===== config.mk =====
export PLATFORM = sky130hd
export DESIGN_NAME = k580vt57_dma
export DESIGN_NICKNAME = d
export VERILOG_FILES = /design/src/rtl/k580vt57_dma.sv
export SDC_FILE = /design/constraint.sdc
export NUM_CORES = 1
export LEC_CHECK = 0
export CELL_PAD_IN_SITES_DETAIL_PLACEMENT = 0
export CELL_PAD_IN_SITES_GLOBAL_PLACEMENT = 2
export CORE_MARGIN = 5
export CORE_UTILIZATION = 46
export CTS_BUF_LIST = sky130_fd_sc_hd__clkbuf_16
export CTS_CLUSTER_DIAMETER = 40
export CTS_CLUSTER_SIZE = 30
export DETAILED_ROUTE_END_ITERATION = 10
export DONT_BUFFER_PORTS = 1
export GPL_TIMING_DRIVEN = 1
export PLACE_DENSITY = 0.86
export SLEW_MARGIN = 0
export SYNTH_ARGS = -nofsm -noshare
export SYNTH_HDL_FRONTEND = slang
export SYNTH_SLANG_ARGS = --single-unit
export TNS_END_PERCENT = 30

===== constraint.sdc =====
create_clock -name clk -period 7.45 [get_ports clk]
set_input_delay 1.49 -clock clk [delete_from_list [all_inputs] [get_ports clk]]
set_output_delay 1.49 -clock clk [all_outputs]
set_load 0.005 [all_outputs]

===== src/rtl/k580vt57_dma.sv =====
// k580vt57_dma: 4-channel 8257-style DMA controller feeding the CRT on ch2.
// Ports: clk/reset_n/ce; CPU port iaddr/idata/odata/iwe_n/ird_n;
// DMA side drq/dack/hrq/hlda/oaddr/strobes/tc.
// Optional macro DMA_AUTOLOAD_EN: ch3 reloads ch2 at its terminal count.
module k580vt57_dma #(
    parameter int NCH = 4
) (
    input  logic        clk,
    input  logic        reset_n,
    input  logic        ce,
    input  logic [3:0]  iaddr,
    input  logic [7:0]  idata,
    output logic [7:0]  odata,
    input  logic        iwe_n,
    input  logic        ird_n,
    input  logic [3:0]  drq,
    output logic [3:0]  dack,
    output logic        hrq,
    input  logic        hlda,
    output logic [15:0] oaddr,
    output logic        omemr_n,
    output logic        omemw_n,
    output logic        oiord_n,
    output logic        oiowr_n,
    output logic        tc
);

    localparam logic [2:0] ST_IDLE = 3'd0;
    localparam logic [2:0] ST_WAIT = 3'd1;
    localparam logic [2:0] ST_S1   = 3'd2;
    localparam logic [2:0] ST_S2   = 3'd3;
    localparam logic [2:0] ST_S3   = 3'd4;
    localparam logic [2:0] ST_S4   = 3'd5;

    logic [NCH-1:0][15:0] addr;
    logic [NCH-1:0][13:0] cnt;
    logic [NCH-1:0][1:0]  cmode;
    logic [7:0]           mode;
    logic                 ff;
    logic                 update;
    logic [3:0]           tc_flag;
    logic                 iwe_q;
    logic                 ird_q;
    logic [2:0]           state;
    logic [1:0]           ch;
    logic [1:0]           last;

    logic                 we;
    logic                 rd;
    logic [NCH-1:0]       whit;
    logic [3:0]           req;
    logic [3:0]           req_next;
    logic [2:0]           win;
    logic [2:0]           win_next;
    logic                 last_byte;
    logic                 reload;
    logic                 stop;
    logic                 active;
    logic                 strobe;
    logic                 unused_mode;

    // Returns {found, channel}; rotating mode starts just after the
    // most recently served channel, so that channel ends up lowest.
    function automatic logic [2:0] pick(input logic [3:0] r,
                                        input logic       rot,
                                        input logic [1:0] lst);
        logic [2:0] res;
        logic [1:0] c;
        res = 3'b000;
        for (int i = 3; i >= 0; i--) begin
            c = rot ? 2'(lst + 2'(i) + 2'd1) : 2'(i);
            if (r[c]) res = {1'b1, c};
        end
        return res;
    endfunction

    assign we        = iwe_n & ~iwe_q;
    assign rd        = ird_n & ~ird_q;
    assign req       = drq & mode[3:0];
    assign last_byte = (cnt[ch] == 14'd0);
`ifdef DMA_AUTOLOAD_EN
    assign reload    = mode[7] && (ch == 2'd2) && last_byte;
`else
    assign reload    = 1'b0;
`endif
    assign stop      = last_byte && mode[6] && !reload;
    assign req_next  = req & ~(stop ? (4'b0001 << ch) : 4'b0000);
    assign win       = pick(req, mode[4], last);
    assign win_next  = pick(req_next, mode[4], last);
    assign active    = (state == ST_S1) || (state == ST_S2) ||
                       (state == ST_S3) || (state == ST_S4);
    assign strobe    = (state == ST_S2) || (state == ST_S3);
    assign unused_mode = ^{mode[7], mode[5]};

    // Channels hit by a CPU register write; autoload mirrors ch2 into ch3.
    always_comb begin
        whit = '0;
        whit[iaddr[2:1]] = 1'b1;
`ifdef DMA_AUTOLOAD_EN
        if (mode[7] && (iaddr[2:1] == 2'd2)) whit[3] = 1'b1;
`endif
    end

    always_comb begin
        odata = 8'h00;
        if (!iaddr[3]) begin
            if (!iaddr[0])
                odata = ff ? addr[iaddr[2:1]][15:8] : addr[iaddr[2:1]][7:0];
            else
                odata = ff ? {cmode[iaddr[2:1]], cnt[iaddr[2:1]][13:8]}
                           : cnt[iaddr[2:1]][7:0];
        end else if (iaddr == 4'd8) begin
            odata = {3'b000, update, tc_flag};
        end
    end

    always_comb begin
        dack    = 4'b0000;
        oaddr   = 16'h0000;
        tc      = 1'b0;
        omemr_n = 1'b1;
        omemw_n = 1'b1;
        oiord_n = 1'b1;
        oiowr_n = 1'b1;
        if (active) begin
            dack[ch] = 1'b1;
            oaddr    = addr[ch];
            tc       = last_byte;
        end
        if (strobe) begin
            if (cmode[ch] == 2'b10) begin
                omemr_n = 1'b0;
                oiowr_n = 1'b0;
            end else if (cmode[ch] == 2'b01) begin
                oiord_n = 1'b0;
                omemw_n = 1'b0;
            end
        end
    end

    // CPU side first; the DMA S4 update comes later so it wins on conflict.
    always_ff @(posedge clk or negedge reset_n) begin
        if (!reset_n) begin
            addr    <= '0;
            cnt     <= '0;
            cmode   <= '0;
            mode    <= '0;
            ff      <= 1'b0;
            update  <= 1'b0;
            tc_flag <= '0;
            iwe_q   <= 1'b1;
            ird_q   <= 1'b1;
            state   <= ST_IDLE;
            ch      <= 2'd0;
            last    <= 2'd3;
            hrq     <= 1'b0;
        end else begin
            iwe_q <= iwe_n;
            ird_q <= ird_n;
            if (we) begin
                if (!iaddr[3]) begin
                    for (int i = 0; i < NCH; i++) begin
                        if (whit[i]) begin
                            if (!iaddr[0]) begin
                                if (ff) addr[i][15:8] <= idata;
                                else    addr[i][7:0]  <= idata;
                            end else if (ff) begin
                                cnt[i][13:8] <= idata[5:0];
                                cmode[i]     <= idata[7:6];
                            end else begin
                                cnt[i][7:0]  <= idata;
                            end
                        end
                    end
                    ff <= ~ff;
                end else if (iaddr == 4'd8) begin
                    mode <= idata;
                    ff   <= 1'b0;
                end
            end else if (rd) begin
                if (!iaddr[3]) begin
                    ff <= ~ff;
                end else if (iaddr == 4'd8) begin
                    tc_flag <= '0;
                    update  <= 1'b0;
                end
            end
            if (ce) begin
                unique case (state)
                    ST_IDLE: begin
                        if (|req) begin
                            hrq   <= 1'b1;
                            state <= ST_WAIT;
                        end
                    end
                    ST_WAIT: begin
                        if (!(|req)) begin
                            hrq   <= 1'b0;
                            state <= ST_IDLE;
                        end else if (hlda) begin
                            ch    <= win[1:0];
                            last  <= win[1:0];
                            state <= ST_S1;
                        end
                    end
                    ST_S1: state <= ST_S2;
                    ST_S2: state <= ST_S3;
                    ST_S3: state <= ST_S4;
                    ST_S4: begin
                        if (reload) begin
                            addr[2]  <= addr[3];
                            cnt[2]   <= cnt[3];
                            cmode[2] <= cmode[3];
                            update   <= 1'b1;
                        end else begin
                            addr[ch] <= addr[ch] + 16'd1;
                            cnt[ch]  <= cnt[ch] - 14'd1;
                        end
                        if (last_byte) tc_flag[ch] <= 1'b1;
                        if (stop) mode[{1'b0, ch}] <= 1'b0;
                        if (win_next[2] && hlda) begin
                            ch    <= win_next[1:0];
                            last  <= win_next[1:0];
                            state <= ST_S1;
                        end else begin
                            hrq   <= 1'b0;
                            state <= ST_IDLE;
                        end
                    end
                    default: state <= ST_IDLE;
                endcase
            end
        end
    end

endmodule


Figure 1. I/O pins on the die edge (run 1).
Pins as bars across the die edge, other pins in gray.
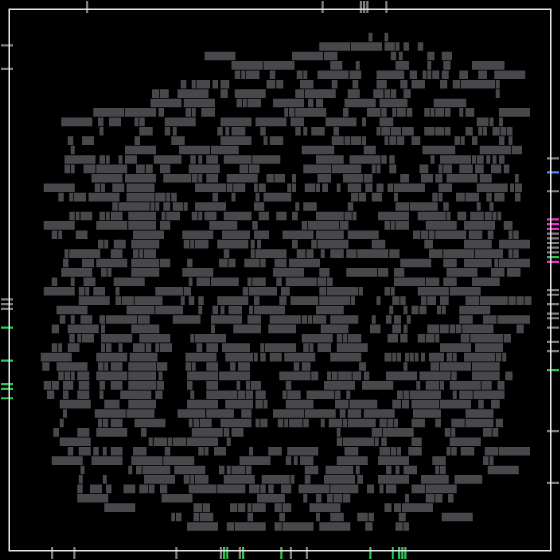
| port | color | pins | direction | edge |
|---|---|---|---|---|
| oaddr | green | 16 | output | 9 bottom, 5 left, 2 right |
| dack | magenta | 4 | output | right |
| hlda | blue | 1 | input | right |
all pins by edge: 24 right, 16 bottom, 10 left, 6 top

Figure 2. Where the registers sit (run 1).
The bar under the picture is 50 µm long. Other sequential cells in the stronger gray, the rest of the logic in the fainter gray.
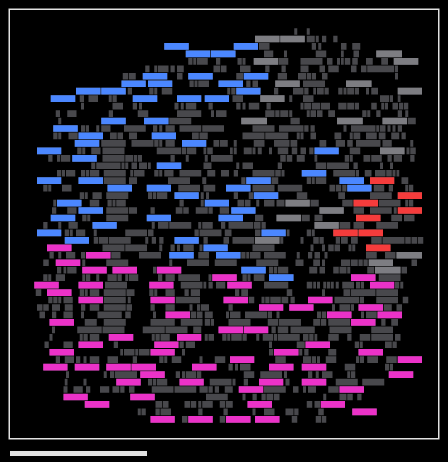
| netlist name | color | flops |
|---|---|---|
| cnt | blue | 56 |
| cmode | red | 8 |
| addr | magenta | 64 |
not colored: 21
fin util: 49.8%
storage element area: 3740 µm²
fraction of area in registers: 35.7%

Figure 3. Selected gate families (run 1).
The bar under the picture is 50 µm long.
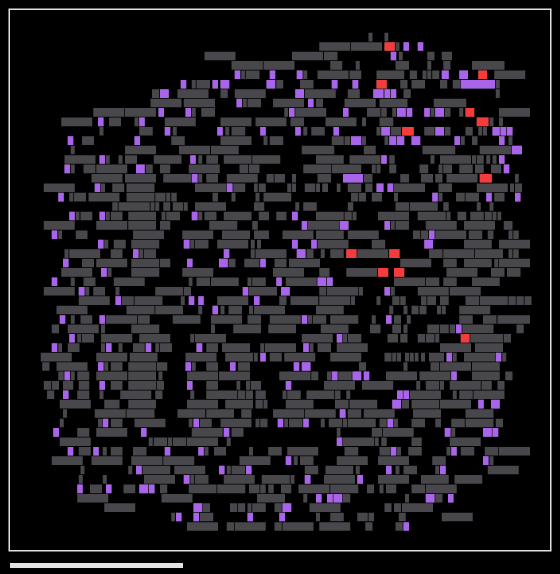
| family | color | cells | most used |
|---|---|---|---|
| inverting AOI/OAI gates | purple | 182 | o21ai_0 |
| AND-OR and OR-AND gates | red | 12 | a22o_1 |

Figure 4. Signal wires by layer (run 1).
Two of the layers only.
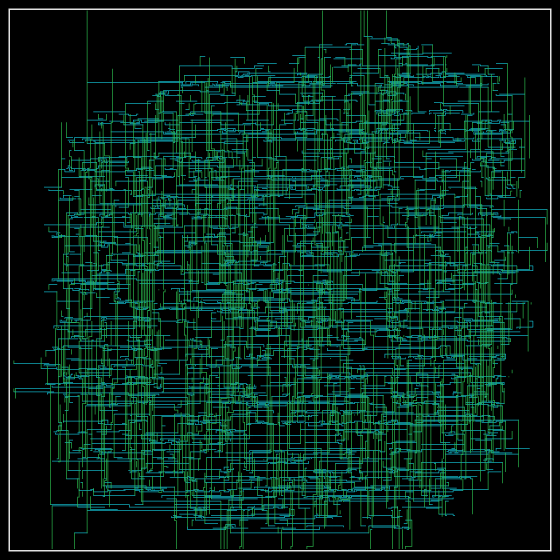
| layer | color | wire length |
|---|---|---|
| metal 2 | green | 13300 µm |
| metal 1 | cyan | 12600 µm |
vias: 7399
drt wl/cell: 24.0 µm
Post-Route WL: 28300 µm
GRT Util Overall: 24.0%

==> impl_metrics.toml, run 1 <==
# yosys + openroad results
[setup_path]
cp.depth = 6
path_max_fanout = 23
slowest_delay_ns = 0.89
reg2reg_to = "ch[0]$_DFFE_PN0P_"
crit_chain = "mux4_2, inv_1, ha_1, nor4b_1, nor4b_4, and2_1"
crit_end = "tc"
start_kind = "flop"
crit_family = "simple AND/OR/NAND/NOR gates"
r2r-start = "ch[0]$_DFFE_PN0P_"
crit_path_end_kind = "primary output"

[sta]
fin_ws_ns = 2.28
finalCriticalPeriod_ns = 5.17
final-hold-violation-count = 0
post-route-period-util_pct = 69.4
slew_headroom_pct = 29.4
whs_ns = 0.506
tightest_slew_ns = 1.06

[cells_and_area]
nFillCells = 1933
comb_share_pct = 55.1
regMostFlops = "addr"
buffer_area_share_pct = 0.861
top_area_cell_class = "combinational gates"
numSequentialCells = 149
final-clk-cell-share_pct = 4.60
largest_register_ff_count = 64
nClkBuffers = 17
final_cell_mix = "dfrtp_1 (143), nand2_1 (106), o21ai_0 (76)"
nMultiInputCombCells = 702
layout-drive-gt1-share_pct = 21.9
area_growth_pct = 6.64
logic_area_um2 = 5770

[place]
dp.cells = 1151
place_ws_ns = 2.78
port_buffers = 0
dp_hpwl_um = 18400

[power_and_ir_drop]
power-per-cell-area_nw_per_um2 = 370
internal-power_mw = 2.30
p_leak_nw = 4.47
pwr-share-comb_pct = 45.8
ir_drop_mv = 0.149
p_sw_share_pct = 40.5
clock_power_share_pct = 19.2
p_seq_share_pct = 35.0

[synth]
ys_ff = 149
ys_cells = 937
top_area_cell = "dfrtp_1"
synth.area.top_cells = "dfrtp_1 (37%), mux4_2 (17%), mux2_2 (7.8%)"
top_cell = "dfrtp_1"
synthFlopType = "dfrtp_1"
synth.distinct_cells = 53
syn_area_um2 = 9820
netlist.area_leader.share_pct = 37.0
syn_avg_cell_area_um2 = 10.5
syn_nets = 962
synth_warnings = 0
yosysChipArea_um2 = 9820

[clock_tree]
ctsResizeCount = 0
holdBufCountCts = 0
cts_tree = "yes"
cts_inserted_buffers = 17
cts-root-buf = "clkbuf_16"
clk_path_buf_depth = 2

[routing]
vias_per_cell = 6.27
initialDrtViolationCount = 603
drcViolationCount = 0
maxUsedRoutingLayer = "met4"
dr_wl_met2_um = 13300
met1_length_um = 12600
ant_nets = 0
dr.pass1.iters = 5

[global_route]
grt_max_degree = 150
first_global_vias = 7280
antenna_found_initial = 0
grt_remaining_overflow = 0

[floorplan]
num_rows = 53
die_h_um = 156
core_um2 = 21000
chip_area_um2 = 24400
die_w_um = 156

[job]
warnings = 29

[run_status]
status = "completed"

[worst_hold_path]
min_to = "tc_flag[3]$_DFF_PN0_"
[run 1: power groups by stage]
stage	clock [mW]	sequential, mW	combinational (mW)
after floorplan	0	1.20	1.48
after global placement	0	1.36	1.75
after detailed placement	0	1.37	1.76
after CTS	0.756	1.36	1.77
after global routing	0.796	1.40	1.94
final	0.743	1.36	1.77
[run 1: logic make-up (layout without fill, tap and decap cells)]
| kind of cell | after synthesis | after routing | share of synthesized area (%) |
|---|---|---|---|
| AND/OR/NAND/NOR | 282 | 282 | 13.8 |
| AND-OR/OR-AND | 194 | 194 | 11.6 |
| multiplexers | 192 | 192 | 29.9 |
| flip-flops | 149 | 149 | 38.0 |
| buffers and inverters | 86 | 55 | 3.59 |
| XOR/XNOR | 31 | 31 | 2.77 |
| adder cells (fa/ha/maj) | 3 | 3 | 0.382 |
==> run 2: changes to the inputs <==
- CORE_UTILIZATION: 46 -> 43
- PLACE_DENSITY: 0.86 -> 0.81
- clock period: 7.45 -> 5.3 ns (I/O delays scaled with it)
Figure 5. Selected gate families (run 2).
The bar under the picture is 50 µm long.
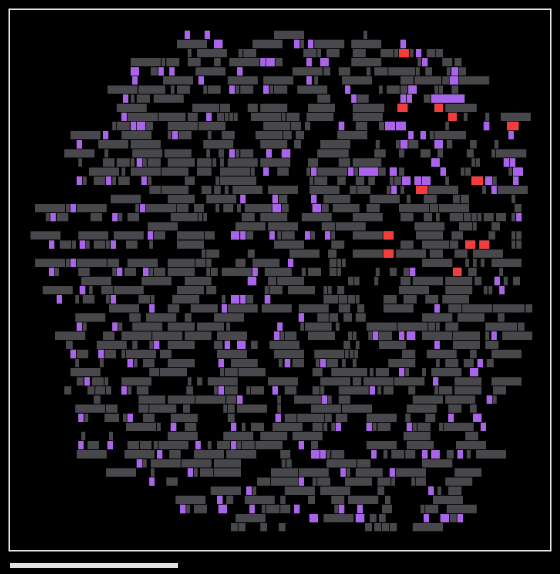
| family | color | cells | most used |
|---|---|---|---|
| inverting AOI/OAI gates | purple | 182 | o21ai_0 |
| AND-OR and OR-AND gates | red | 12 | a22o_1 |
logic share of the area: 54.7%
Commonest Layout Cell: dfrtp_1
Post-Layout Cell Count: 1193

==> run 2 against run 1 <==
Flip-flop count stayed put; core utilization is 3.1 points lower; die size is 6.5% higher; synthesized cell count stayed put; wire length is 0.33% higher; power is 44% higher; via count is 1.3% lower; non-clock buffer count stayed put; first-iteration DRC count is 7.0% higher; area after synthesis stayed put; sequential power is 37% higher.
==> impl_metrics.toml, run 2 <==
# yosys + openroad results
[run_status]
status = "completed"

[synth]
ys_cells = 937
synth.distinct_cells = 53
yosysChipArea_um2 = 9820
netlist.area_leader.share_pct = 37.0
ys_top_logic_family = "multiplexers"
yosys.area_share.simple_pct = 13.8
syn_area_um2 = 9820
synthAoiAreaFrac_pct = 11.6
synthFlopType = "dfrtp_1"
syn_nets = 962
ys_ff = 149
synth_warnings = 0
synth.area.top_cells = "dfrtp_1 (37%), mux4_2 (17%), mux2_2 (7.8%)"
xor_share_pct = 2.77
top_cell = "dfrtp_1"
muxShareOfSynthArea_pct = 29.9

[cells_and_area]
layout-drive-gt1-share_pct = 22.0
area_growth_pct = 7.48
final_util_pct = 46.7
largest_register_ff_count = 64
final_cell_mix = "dfrtp_1 (143), nand2_1 (106), o21ai_0 (76)"

[clock_tree]
cts-root-buf = "clkbuf_16"
holdBufCountCts = 0
clk_path_buf_depth = 2
cts_inserted_buffers = 17
cts_tree = "yes"
ctsResizeCount = 0

[setup_path]
crit_family = "simple AND/OR/NAND/NOR gates"
crit_end = "tc"
crit_chain = "mux4_2, inv_1, ha_1, nor4b_1, nor4b_4, and2_1"
start_kind = "flop"
cp.depth = 6
r2r-start = "ch[0]$_DFFE_PN0P_"
slowest_delay_ns = 0.76
crit_path_end_kind = "primary output"
reg2reg_to = "ch[0]$_DFFE_PN0P_"
worstPathRequired_ns = 4.24

[floorplan]
die_w_um = 161
die_h_um = 161
chip_area_um2 = 26000
core_um2 = 22600
num_rows = 55

[sta]
post-route-period-util_pct = 87.3
final-hold-violation-count = 0
whs_ns = 0.327
finalCriticalPeriod_ns = 4.63
tightest_slew_ns = 1.15
fin_ws_ns = 0.671

[global_route]
first_global_vias = 7267
grt_remaining_overflow = 0
antenna_found_initial = 0
grt_max_degree = 150

[routing]
dr.pass1.iters = 5
routedWlPerCell_um = 23.8
drcViolationCount = 0
routed-via-count = 7304
ant_nets = 0
initialDrtViolationCount = 645
vias_per_cell = 6.12

[job]
warnings = 29

[power_and_ir_drop]
power-per-cell-area_nw_per_um2 = 528
p_leak_nw = 4.48
ir_drop_mv = 0.207

[place]
place_ws_ns = 1.11
port_buffers = 0
dp.cells = 1161
dp_hpwl_um = 19000
Figure 6. Signal wires by layer (run 2).
Two of the layers only.
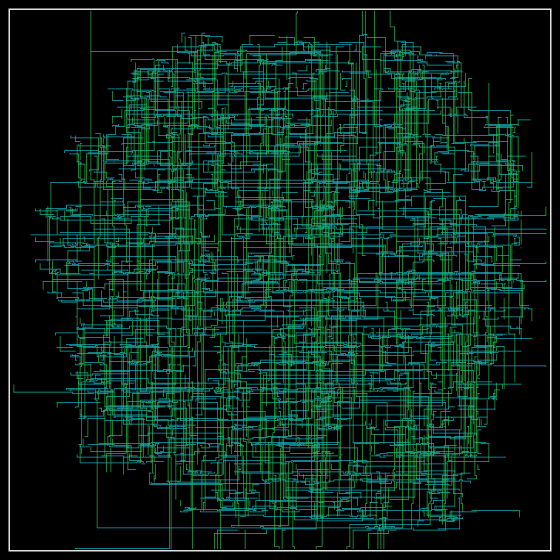
| layer | color | wire length |
|---|---|---|
| metal 2 | green | 13300 µm |
| metal 1 | cyan | 13100 µm |
Post-Route WL: 28400 µm
GRT Util Overall: 22.5%

[run 2: cell counts after synthesis]
Identical to the previous run, type by type.
[run 2: cell type report]
cell class | instances | area, µm²
multi-input combinational | 702 | 5770
timing repair buffer | 12 | 90.1
clock inverter | 15 | 126
fill | 2136 | 12000
sequential | 149 | 3740
clock buffer | 17 | 425
inverter | 13 | 48.8
tap | 285 | 357
[run 2: routing by layer]
metal  vias up  track usage, %  part of all wire, %
met1      3750            31.9                   46
met2       173            35.6                   47
li1       3352               -                    -
met5         -               0                    0
met3        29            5.13                  5.3
met4         0            4.89                  1.7
[run 2: report_power, final]
group | total, mW | internal (mW) | switching, mW | leakage, nW
Sequential | 1.87 | 1.50 | 0.365 | 1.95
Combinational | 2.53 | 1.16 | 1.37 | 2.25
Clock | 1.17 | 0.679 | 0.495 | 0.272
Power and IR drop assume default switching activity.
